congestion_map.png
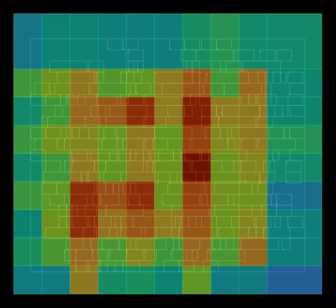
sizing.png
Scale bar: 20 um.
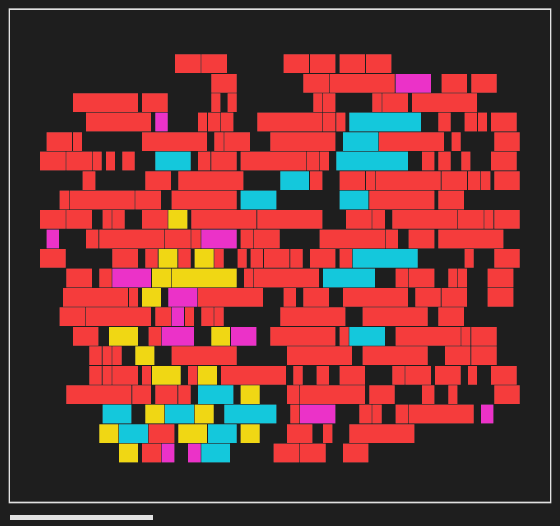
m2.png
Scale bar: 20 um. Cells faint in the background.
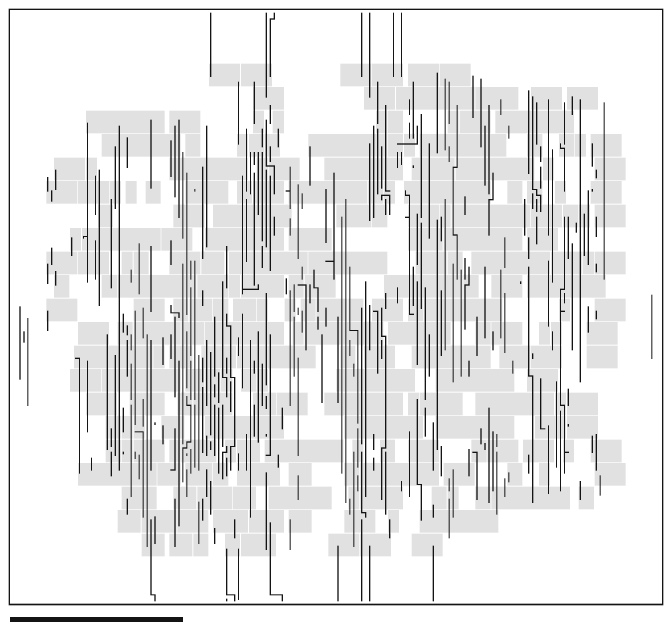
closeup.png
Scale bar: 10 um. Region (18, 1) to (58, 41) um. Cells in grey, sequential cells in the stronger grey; small squares are vias.
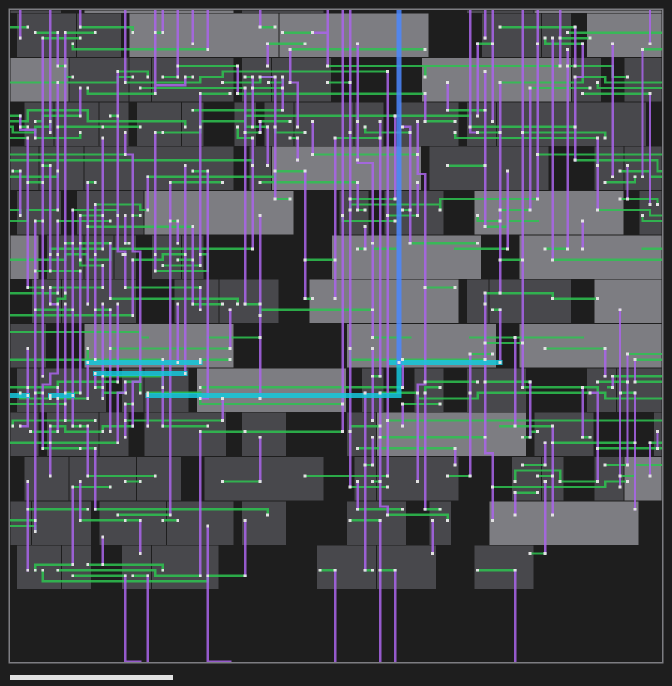
m1.png
Scale bar: 20 um. Supply wires on this layer in grey. Cells faint in the background.
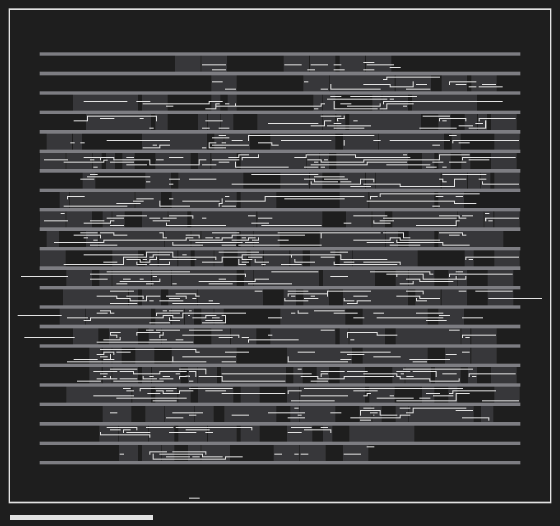
==> config.mk <==
export PLATFORM = sky130hd
export DESIGN_NAME = sig_piso_shifter
export DESIGN_NICKNAME = d
export VERILOG_FILES = /design/src/rtl/crc_sig_pkg.sv /design/src/rtl/crc_sig_unload_checker_sig_piso_shifter.sv
export SDC_FILE = /design/constraint.sdc
export NUM_CORES = 1
export LEC_CHECK = 0
export CAP_MARGIN = 20
export CORE_ASPECT_RATIO = 0.9
export CORE_MARGIN = 4
export CORE_UTILIZATION = 45
export DETAILED_ROUTE_END_ITERATION = 10
export PLACE_DENSITY = 0.75
export SETUP_SLACK_MARGIN = 0.2
export SYNTH_ARGS = -nofsm -noshare
export SYNTH_HDL_FRONTEND = slang
export SYNTH_SLANG_ARGS = --single-unit
==> constraint.sdc <==
create_clock -name clk -period 1.35 [get_ports clk]
set_input_delay 0.135 -clock clk [delete_from_list [all_inputs] [get_ports clk]]
set_output_delay 0.135 -clock clk [all_outputs]
set_load 0.02 [all_outputs]
==> flow_summary_export.csv <==
group,metric,value,unit
status,run_status,"complete, but fails checks",
status,violations,"setup timing",
sta,fin_setup_tns,-275.0,ps
final_layout,largest_reg_flops,32,
critical_path,critPathRequiredTime,1220,ps
synthesis,synth_chip_area,0.001843,sq mm
final_layout,comb_area,819.5,sq um
critical_path,cp.depth,5,
power_and_ir_drop,pg_clk,742,uW
critical_path,crit_arrival,1470,ps
synthesis,yosys_cells,173,
sta,fin_crit,1604,ps
cts,cts_num_sinks,37,
cts,cts_buffers,5,
die,tap_cells,46,
grt,overflow,0,
sta,slew_headroom,0.7006,
cts,path_clk_slew,70,ps
sta,finalSetupViolations,2,
die,fp_util,0.4804,
synthesis,netlist_area,0.001843,sq mm
final_layout,area.share.combinational,0.3197,
cts,clockRootBuffer,"clkbuf_8",
critical_path,crit_top_cell,"and3_4",
sta,setup_ws,-254.3,ps
critical_path,cp.buffers_inverters,1,
drt,via_per_inst,5.279,
power_and_ir_drop,swShare,0.2656,
die,dieArea,0.005185,sq mm
die,die_w,75.46,um
synthesis,adder_share,0.01358,
drt,drc_errors,0,
synthesis,ys_sh_aoi,0.1120,
power_and_ir_drop,seq_power_share,0.499,
drt,first_iter_violations,90,
sta,hold_viol,0,
synthesis,seq_area_frac_synth,0.5024,
final_layout,lay_top_cells,"39 x nand2_1, 37 x dfrtp_1, 32 x clkdlybuf4s50_1, 31 x o21ai_1, 30 x mux2i_1",
synthesis,numSynthFlops,37,
die,io_pins,40,
power_and_ir_drop,power.group.top,"sequential cells",
job,tool_warnings,29,
critical_path,cpPeakStageDelay,400,ps
critical_path,reg2reg_slack,-20,ps
drt,route.met3.wl,254,um
Notes on congestion_map.png above:
final core utilization: 0.6683
GR Util met1: 0.2210
met2 GRT Util: 0.2909

Notes on sizing.png above:
- yellow: x3 and x4 (cells 18; share 7.7%)
- red: x1 and smaller (cells 186; share 79%)
- magenta: x2 (cells 13; share 5.6%)
- cyan: x6 and larger (cells 17; share 7.3%)
Final WS setup: -254.3 ps
Layout area overhead: 39.10%
final instance area: 0.002564 sq mm
Non-CTS buffers: 65

Notes on m2.png above:
- share of all routed wire: 49%
- main direction: vertical
- nets with wire on the layer: 231
via count: 1,478
final wirelength: 4284 um

Notes on closeup.png above:
- cyan: M3
- blue: M4
- purple: M2
- green: M1
- most frequent: dfrtp_1 (16), o21ai_1 (15), buf_4 (12)
- cells with their middle in the window: 99
- sequential cells in the window: 16

Notes on m1.png above:
- wire length on this layer: 1,890 um
- longest straight run: 22.1 um
- share of all routed wire: 44%
- nets with wire on the layer: 242
- main direction: horizontal

## kinds of logic (layout without fill, tap and decap cells)
group                    after synthesis  after routing
AND-OR/OR-AND                         39             39
AND/OR/NAND/NOR                       49             49
multiplexers                          33             33
flip-flops                            37             37
buffers and inverters                 13             74
adder cells (fa/ha/maj)                2              2
## cells in the mapped netlist (all sizes together)
library cell   count  area (sq um)
a22oi              2         15.01
a311o              1         11.26
and3               3         18.77
and3b              1         8.760
buf                5         78.83
clkbuf             6         55.05
clkdlybuf4s15      1         11.26
dfrtp             37         925.9
ha                 2         25.02
inv                1         3.750
mux2i             33         330.3
nand2             39         146.4
nand3              2         10.01
nand3b             1         7.510
nand4              1         6.260
nor2               1         3.750
nor3               1         5.000
o21ai             36         180.2
